===== src/rtl/dilithium_input_framer_if.sv =====
// Host-side and core-side word handshakes of the Dilithium input framer.
// Latency: none (signal bundle only).
// Backpressure: ready_i throttles the host, core_ready throttles the framer.
interface dilithium_input_framer_if;
   logic        valid_i;
   logic        ready_i;
   logic [63:0] data_i;
   logic        last_i;
   logic        core_valid;
   logic        core_ready;
   logic [63:0] core_data;

   // Environment view: drives host words and core acceptance
   modport master (
      output valid_i, data_i, last_i, core_ready,
      input  ready_i, core_valid, core_data
   );

   // Framer view: consumes host words, produces core words
   modport slave (
      input  valid_i, data_i, last_i, core_ready,
      output ready_i, core_valid, core_data
   );
endinterface


===== src/rtl/dilithium_input_framer.sv =====
// Frames host words for the Dilithium core and checks host last_i against the expected length.
// Latency: 1 cycle host accept to core_data (registered head of a 2-entry skid buffer).
// Backpressure: registered ready_i = skid buffer not full; core_valid/core_data hold until core_ready.
module dilithium_input_framer #(
   parameter int MAX_MSG_WORDS = 16384,
   parameter int CTR_W         = 16
) (
   input  logic                     clk,
   input  logic                     rst,
   input  logic                     start,
   input  logic [1:0]               mode,
   input  logic [2:0]               sec_lvl,
   dilithium_input_framer_if.slave  bus,
   output logic                     busy,
   output logic                     done,
   output logic                     err,
   output logic [CTR_W-1:0]         word_ctr
);
   localparam int MW    = $clog2(MAX_MSG_WORDS + 1);
   localparam int REM_W = (MW > 10) ? MW : 10;

   typedef enum logic [2:0] {S_IDLE, S_FIXED, S_LEN, S_MSG, S_DRAIN, S_ERR} state_t;

   state_t             state_q, state_d;
   logic [REM_W-1:0]   rem_q, rem_d;     // words still expected in the current phase
   logic               kg_q, kg_d;       // keygen frame: no length word, no message
   logic               fin_q, fin_d;     // all expected words taken, waiting for the buffer to drain
   logic               ready_q, ready_d;
   logic               busy_q, busy_d;
   logic               done_q, done_d;
   logic               err_q, err_d;
   logic [CTR_W-1:0]   ctr_q, ctr_d;
   logic [1:0]         cnt_q, cnt_d;     // skid buffer occupancy
   logic [63:0]        buf0_q, buf0_d;   // head entry, drives core_data
   logic [63:0]        buf1_q, buf1_d;

   logic               acc, pop, push, drained, cfg_ok;
   logic [9:0]         f_len;
   logic [61:0]        m_words;

   assign acc     = bus.valid_i && ready_q;
   assign pop     = (cnt_q != 2'd0) && bus.core_ready;
   // Buffer is empty after this cycle, valid whenever nothing is pushed
   assign drained = (cnt_q == 2'd0) || ((cnt_q == 2'd1) && pop);
   assign m_words = {1'b0, bus.data_i[63:3]} + 62'(bus.data_i[2:0] != 3'd0);

   // Fixed-part length and legality of the requested mode / security level
   always_comb begin
      f_len  = 10'd0;
      cfg_ok = (mode != 2'd3) && ((sec_lvl == 3'd2) || (sec_lvl == 3'd3) || (sec_lvl == 3'd5));
      case (mode)
         2'd0: f_len = 10'd4;
         2'd1: f_len = (sec_lvl == 3'd2) ? 10'd318 : (sec_lvl == 3'd3) ? 10'd502 : 10'd610;
         2'd2: f_len = (sec_lvl == 3'd2) ? 10'd467 : (sec_lvl == 3'd3) ? 10'd656 : 10'd899;
         default: f_len = 10'd0;
      endcase
   end

   // Frame sequencing: phase counting, last_i checking, error handling
   always_comb begin
      state_d = state_q;
      rem_d   = rem_q;
      kg_d    = kg_q;
      fin_d   = fin_q;
      err_d   = err_q;
      ctr_d   = ctr_q;
      done_d  = 1'b0;
      push    = 1'b0;
      case (state_q)
         S_IDLE: begin
            if (start) begin
               if (cfg_ok) begin
                  err_d   = 1'b0;
                  ctr_d   = '0;
                  rem_d   = REM_W'(f_len);
                  kg_d    = (mode == 2'd0);
                  fin_d   = 1'b0;
                  state_d = S_FIXED;
               end else begin
                  err_d = 1'b1;
               end
            end
         end
         S_FIXED, S_MSG, S_LEN: begin
            if (fin_q) begin
               if (drained) begin
                  fin_d   = 1'b0;
                  done_d  = 1'b1;
                  state_d = S_IDLE;
               end
            end else if (acc) begin
               if (ctr_q != '1) ctr_d = ctr_q + 1'b1;
               if (state_q == S_LEN) begin
                  if (m_words > 62'(MAX_MSG_WORDS)) begin
                     // Oversized message: the length word is swallowed, not forwarded
                     err_d = 1'b1;
                     if (!bus.last_i)  state_d = S_DRAIN;
                     else if (drained) state_d = S_IDLE;
                     else              state_d = S_ERR;
                  end else begin
                     push = 1'b1;
                     if (m_words == '0) begin
                        if (bus.last_i) fin_d = 1'b1;
                        else begin err_d = 1'b1; state_d = S_DRAIN; end
                     end else if (bus.last_i) begin
                        err_d   = 1'b1;
                        state_d = S_ERR;
                     end else begin
                        rem_d   = m_words[REM_W-1:0];
                        state_d = S_MSG;
                     end
                  end
               end else begin
                  push  = 1'b1;
                  rem_d = rem_q - 1'b1;
                  if ((rem_q == REM_W'(1)) && ((state_q == S_MSG) || kg_q)) begin
                     if (bus.last_i) fin_d = 1'b1;
                     else begin err_d = 1'b1; state_d = S_DRAIN; end
                  end else if (bus.last_i) begin
                     err_d   = 1'b1;
                     state_d = S_ERR;
                  end else if (rem_q == REM_W'(1)) begin
                     state_d = S_LEN;
                  end
               end
            end
         end
         S_DRAIN: begin
            if (acc && bus.last_i) state_d = drained ? S_IDLE : S_ERR;
         end
         S_ERR: begin
            if (drained) state_d = S_IDLE;
         end
         default: state_d = S_IDLE;
      endcase
      busy_d = (state_d != S_IDLE);
   end

   // Two-entry skid buffer: head feeds the core, second entry absorbs a stalled cycle
   always_comb begin
      buf0_d = buf0_q;
      buf1_d = buf1_q;
      cnt_d  = cnt_q;
      case ({push, pop})
         2'b10: begin
            if (cnt_q == 2'd0) buf0_d = bus.data_i;
            else               buf1_d = bus.data_i;
            cnt_d = cnt_q + 2'd1;
         end
         2'b01: begin
            buf0_d = buf1_q;
            cnt_d  = cnt_q - 2'd1;
         end
         2'b11: begin
            if (cnt_q == 2'd1) begin
               buf0_d = bus.data_i;
            end else begin
               buf0_d = buf1_q;
               buf1_d = bus.data_i;
            end
         end
         default: ;
      endcase
   end

   // Host ready for next cycle: room in the buffer while expecting words, always while draining
   always_comb begin
      ready_d = ((state_d == S_FIXED) || (state_d == S_LEN) || (state_d == S_MSG))
                && !fin_d && (cnt_d != 2'd2);
      if (state_d == S_DRAIN) ready_d = 1'b1;
   end

   // State and datapath registers
   always_ff @(posedge clk or negedge rst) begin
      if (!rst) begin
         state_q <= S_IDLE;
         rem_q   <= '0;
         kg_q    <= 1'b0;
         fin_q   <= 1'b0;
         ready_q <= 1'b0;
         busy_q  <= 1'b0;
         done_q  <= 1'b0;
         err_q   <= 1'b0;
         ctr_q   <= '0;
         cnt_q   <= 2'd0;
         buf0_q  <= '0;
         buf1_q  <= '0;
      end else begin
         state_q <= state_d;
         rem_q   <= rem_d;
         kg_q    <= kg_d;
         fin_q   <= fin_d;
         ready_q <= ready_d;
         busy_q  <= busy_d;
         done_q  <= done_d;
         err_q   <= err_d;
         ctr_q   <= ctr_d;
         cnt_q   <= cnt_d;
         buf0_q  <= buf0_d;
         buf1_q  <= buf1_d;
      end
   end

   assign bus.ready_i    = ready_q;
   assign bus.core_valid = (cnt_q != 2'd0);
   assign bus.core_data  = buf0_q;
   assign busy           = busy_q;
   assign done           = done_q;
   assign err            = err_q;
   assign word_ctr       = ctr_q;
endmodule

===== src/flat_wrapper.sv =====
// flat-port wrapper written by rule: the top's interface ports become plain ports
module dilithium_input_framer_flat 
#(
   parameter int MAX_MSG_WORDS = 16384,
   parameter int CTR_W         = 16
)
  (clk, rst, start, mode, sec_lvl, busy, done, err, word_ctr, bus_valid_i, bus_data_i, bus_last_i, bus_core_ready, bus_ready_i, bus_core_valid, bus_core_data);
  dilithium_input_framer_if bus_i ();
  input  logic clk;
  input  logic rst;
  input  logic start;
  input  logic [1:0] mode;
  input  logic [2:0] sec_lvl;
  output logic busy;
  output logic done;
  output logic err;
  output logic [CTR_W-1:0] word_ctr;
  input wire logic [$bits(bus_i.valid_i)-1:0] bus_valid_i;
  input wire logic [$bits(bus_i.data_i)-1:0] bus_data_i;
  input wire logic [$bits(bus_i.last_i)-1:0] bus_last_i;
  input wire logic [$bits(bus_i.core_ready)-1:0] bus_core_ready;
  output wire logic [$bits(bus_i.ready_i)-1:0] bus_ready_i;
  output wire logic [$bits(bus_i.core_valid)-1:0] bus_core_valid;
  output wire logic [$bits(bus_i.core_data)-1:0] bus_core_data;
  assign bus_i.valid_i = bus_valid_i;
  assign bus_i.data_i = bus_data_i;
  assign bus_i.last_i = bus_last_i;
  assign bus_i.core_ready = bus_core_ready;
  assign bus_ready_i = bus_i.ready_i;
  assign bus_core_valid = bus_i.core_valid;
  assign bus_core_data = bus_i.core_data;
  dilithium_input_framer #(.MAX_MSG_WORDS(MAX_MSG_WORDS), .CTR_W(CTR_W)) u_core (.clk(clk), .rst(rst), .start(start), .mode(mode), .sec_lvl(sec_lvl), .bus(bus_i), .busy(busy), .done(done), .err(err), .word_ctr(word_ctr));
endmodule

===== config.mk =====
export PLATFORM = sky130hd
export DESIGN_NAME = dilithium_input_framer_flat
export DESIGN_NICKNAME = d
export VERILOG_FILES = /design/src/rtl/dilithium_input_framer_if.sv /design/src/rtl/dilithium_input_framer.sv /design/src/flat_wrapper.sv
export SDC_FILE = /design/constraint.sdc
export NUM_CORES = 1
export LEC_CHECK = 0
export CAP_MARGIN = 5
export CORE_ASPECT_RATIO = 1.2
export CORE_MARGIN = 5
export CORE_UTILIZATION = 53
export CTS_CLUSTER_SIZE = 12
export DETAILED_ROUTE_END_ITERATION = 16
export PLACE_DENSITY_LB_ADDON = 0.3
export SYNTH_ARGS = -nofsm -noshare
export SYNTH_HDL_FRONTEND = slang
export SYNTH_SLANG_ARGS = --single-unit

===== constraint.sdc =====
create_clock -name clk -period 4 [get_ports clk]
set_clock_uncertainty 0.1 [all_clocks]
set_input_delay 0.8 -clock clk [delete_from_list [all_inputs] [get_ports clk]]
set_output_delay 0.8 -clock clk [all_outputs]
set_load 0.02 [all_outputs]

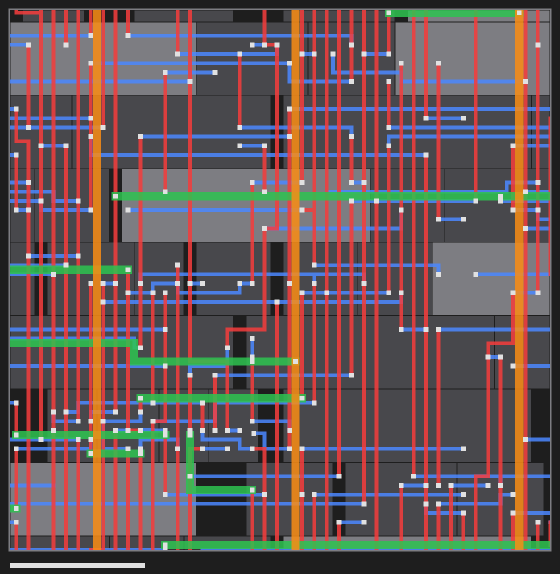
Figure 1: close-up of the layout.
Bar = 5 um. Region (92, 111) to (112, 131) um. Cells in gray, sequential cells in the stronger gray; small squares are vias.
[met1] blue
[met2] red
[met3] green
[met4] orange
sequential cells in the window: 4
cells with their middle in the window: 28
most frequent: buf_4 (6), clkbuf_16 (4), dfrtp_1 (4)
netlist names of flops here include: u_core.buf1_q (3), u_core.bus.core_data (1)

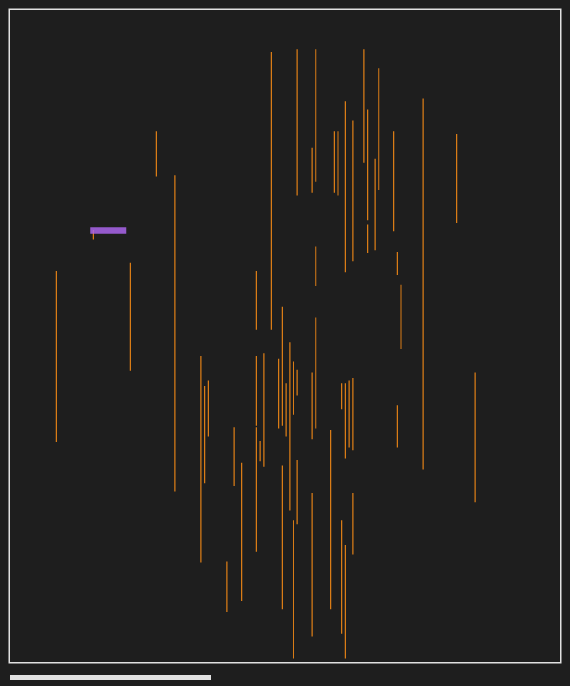
Figure 2: metal layers overlaid.
Bar = 50 um. Only two layers are drawn.
[met4] orange | wire length: 1440 um
[met5] purple | wire length: 7.40 um
wire length per cell: 20.7 um
final WL: 33000 um
GRT Overall Usage: 28.2%

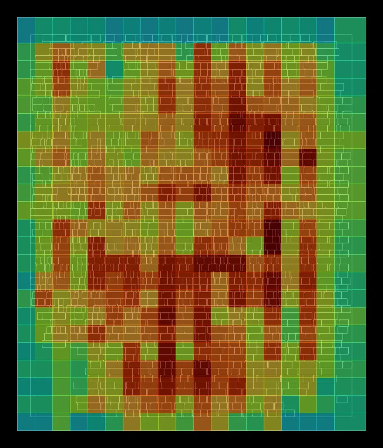
Figure 3: congestion heat map.
grt met3 use: 4.55%
met1 usage: 34.3%
Finished Core Util: 77.7%

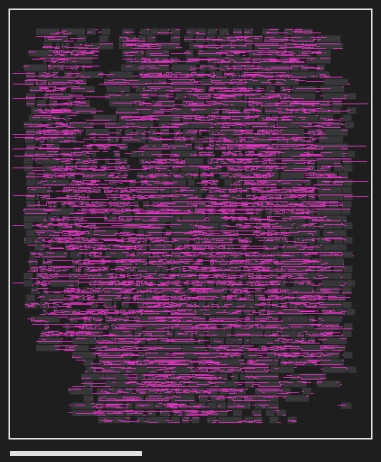
Figure 4: the metal 1 layer.
Bar = 50 um.
nets with wire on the layer: 1279
wire length on this layer: 12600 um
longest straight run: 32.7 um
main direction: horizontal
share of all routed wire: 38%
via count: 9733

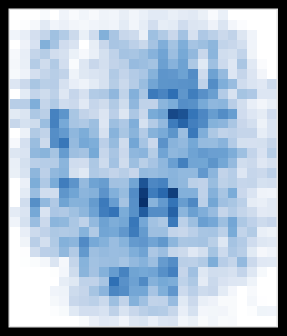
Figure 5: wiring heat map.
27 x 32 tiles, from white (low) to dark blue (high), scaled to the fullest tile. Values are wire area over tile area, all layers added.
densest ninth of the die: middle
fullest tile: 0.84
tiles over half the peak: 17%
nearly empty tiles: 9.4%
mean over tiles: 0.25

==> deck_impl_summary.md <==
Implementation Results

Outcome
  • Status: complete, but fails checks
  • Violated checks: negative setup slack

Die
  • Die width: 137 um
  • Initial Utilization: 54.0%
  • Core area: between 15000 and 20000 sq um
  • Chip area: approximately 22000 sq um
  • Die Ht: 162 um
  • I/O pin cnt: 160
  • Std-Cell Rows: 55

Cells and area
  • Storage cell area: roughly 4300 sq um
  • Most frequent cells in the layout: buf_4, dfrtp_1, clkdlybuf4s50_1
  • N_diodes: 0
  • Share of cells above drive strength 1: 32.1%
  • Post-route insts no fill: 1592
  • Nets: 1409
  • Fillcell total: ~1200
  • Area delta synth->final: 43.9%
  • Gate Area: 5820 sq um
  • Commonest Layout Cell: buf_4

Yosys
  • Area leader, netlist: dfrtp_1
  • Cells after synthesis: 993
  • Post-synthesis cell type with the largest instance count: dfrtp_1
  • Mapped Nets: 1078
  • Yosys cell count: 993
  • Commonest cells in the netlist: dfrtp_1, nand2_1, nor2_1
  • Number of enable flip-flop cells: 0
  • Top cells, area: dfrtp_1, mux2_4, mux2_2
  • Area share, top type: 41.8%
  • Post-Syn Area per Cell: between 10 and 15 sq um
  • Seq share, synth: 41.8%
  • Async SR Flop Fraction: 100%
  • Main flop type: dfrtp_1
  • Yosys stat area: 10200 sq um
  • Ys flops: 170
  • Post-synthesis cell area: 10200 sq um
  • Warnings, synthesis: 0
  • Unique masters post-synth: 68

Clocking
  • Clk slew on worst S/H paths: 0.07 ns
  • CTS Buf Count: 17
  • Htree depth: 4
  • Clock sinks: 170
  • Root Driver: clkbuf_16
  • CTS tree: built
  • Bufs on Longest Clock Path: 2
  • Clk_lat worst skew: 0.44 ns

Final timing
  • Fin crit share: 122%
  • Final Critical Period: 4.86 ns
  • Final setup TNS: -100.72 ns
  • Final setup fails: 137
  • Final Slew Violations: 0
  • Worst slew margin: between 40 and 50%
  • FMAX: 0.206 GHz
  • Final hold vios: 0
  • RSZ-0062 raised after global routing: true
  • Worst Max-Slew Pin Slew: 0.761 ns
  • Setup ws final: -0.861 ns

Critical path
  • Setup crit end: u_core.buf1_q[36]
  • Crit path max-delay cell type: or4_4
  • Data required, critical path: 4.21 ns
  • RR Endpoint: u_core.busy
  • Crit path from: bus_data_i[50]
  • Crit-path max cell delay: 0.52 ns
  • CP dominant cell by count: buf_4
  • Worst r2r src: u_core.rem_q[7]
  • Worst setup SP type: input port
  • Crit path buffers/inverters: 6
  • CP Max Fanout: 17
  • CP Capture Type: register
  • Cell depth of the worst setup path: 17
  • WP data arrival: between 5 and 6 ns
  • Crit-path cells: clkdlybuf4s50_1, nand4_1, or4_4, o311ai_0, o21ai_0, a31oi_1, nor3_2, buf_4, nand4_1, a21oi_4, buf_4, ha_4, buf_4, o211ai_1, buf_4, buf_12, mux2_2
  • R2R depth: 9
  • FF-to-FF setup slack: slightly above 0.7 ns
  • CP Class: in2reg
  • CP top delay family: AND-OR/OR-AND gates

Power and ir drop
  • Leak pwr: 6.59 nW
  • Worst VDD drop: ~0.36 mV
  • Pwr per Cell Area: 617 nW/um^2
  • Power, Total: 9.04 mW

Drt
  • WL met2: 16800 um
  • Iteration tally of the first detailed-router pass: 5
  • DR DRC count: 0
  • Routed length on met1: 12600 um
  • Top sig layer: met5
  • WL met3: 2120 um
  • Via density: 6.11
  • Antenna Nets Post-Route: 0
  • Iteration-0 DRC Markers: 798

Placement
  • HPWL Detailed: 21600 um
  • Port Buf Inserts: 159
  • Placed cell count: 1529
  • Pre-CTS setup slack: -1.43 ns
  • Placer Congestion: 0.932

GRT
  • First-pass GRT wire length: 50000 um
  • Number of global-route vias before repair: approximately 9700
  • Largest net degree at the start of global routing: approximately 80
  • Total grt overflow: 0
  • Initial antenna violation count: 1

Flow run
  • Max Cap Viol: 0
  • OpenROAD warning count: 33

Min path
  • Hold Crit Class: in2async
==> stage by stage <==
stage	area, sq um	hold WS (ns)
2_1_floorplan	10300	0.350
3_3_place_gp	13400	0.364
4_1_cts	14300	0.336
6_report	14700	0.324
5_1_grt	14700	0.383
3_5_place_dp	13400	0.375
==> registers in the layout, indices dropped and copies added (netlist names), 2 cells and up <==
name,count
u_core.bus.core_data,64
u_core.rem_q,15
u_core.word_ctr,16
u_core.cnt_q,2
u_core.buf1_q,64
u_core.state_q,3
==> power by group <==
part / total [mW] / switching, mW / internal (mW)
clock network: 1.69 / 0.728 / 0.959
registers: 3.06 / 0.560 / 2.50
logic: 4.29 / 2.00 / 2.29
==> metal layers <==
metal | track usage, % | vias up
li1 | - | 4349
met1 | 34.3 | 4771
met2 | 49.3 | 482
met3 | 4.55 | 129
met4 | 11.8 | 2
met5 | 0 | -
==> final cells by class <==
cell class / count / area share, %
multi-input cells: 736 / 39.7
repair buffers: 377 / 24.5
clock inverters: 11 / 0.905
flip-flops and latches: 170 / 29.0
clock buffers: 20 / 3.12
inverters: 22 / 0.564
well taps: 256 / 2.19
==> repair_timing <==
item	4_1_cts	5_1_grt
gates resized	76	10
gates cloned	1	11
setup endpoints to repair	151	150
pin swaps	27	58
hold buffers	0	0
buffers inserted	13	7
==> cell families (layout without fill, tap and decap cells) <==
| family | Yosys count | in the layout | synth area share (%) |
|---|---|---|---|
| buf+inv | 87 | 430 | 3.87 |
| flops | 170 | 170 | 41.8 |
| mux | 131 | 131 | 16.6 |
| compound gates | 223 | 223 | 15.6 |
| xor+xnor | 52 | 52 | 4.47 |
| fa+ha+maj | 10 | 10 | 1.23 |
| simple gates | 320 | 320 | 16.5 |
Power is estimated from default activity; no workload was simulated.
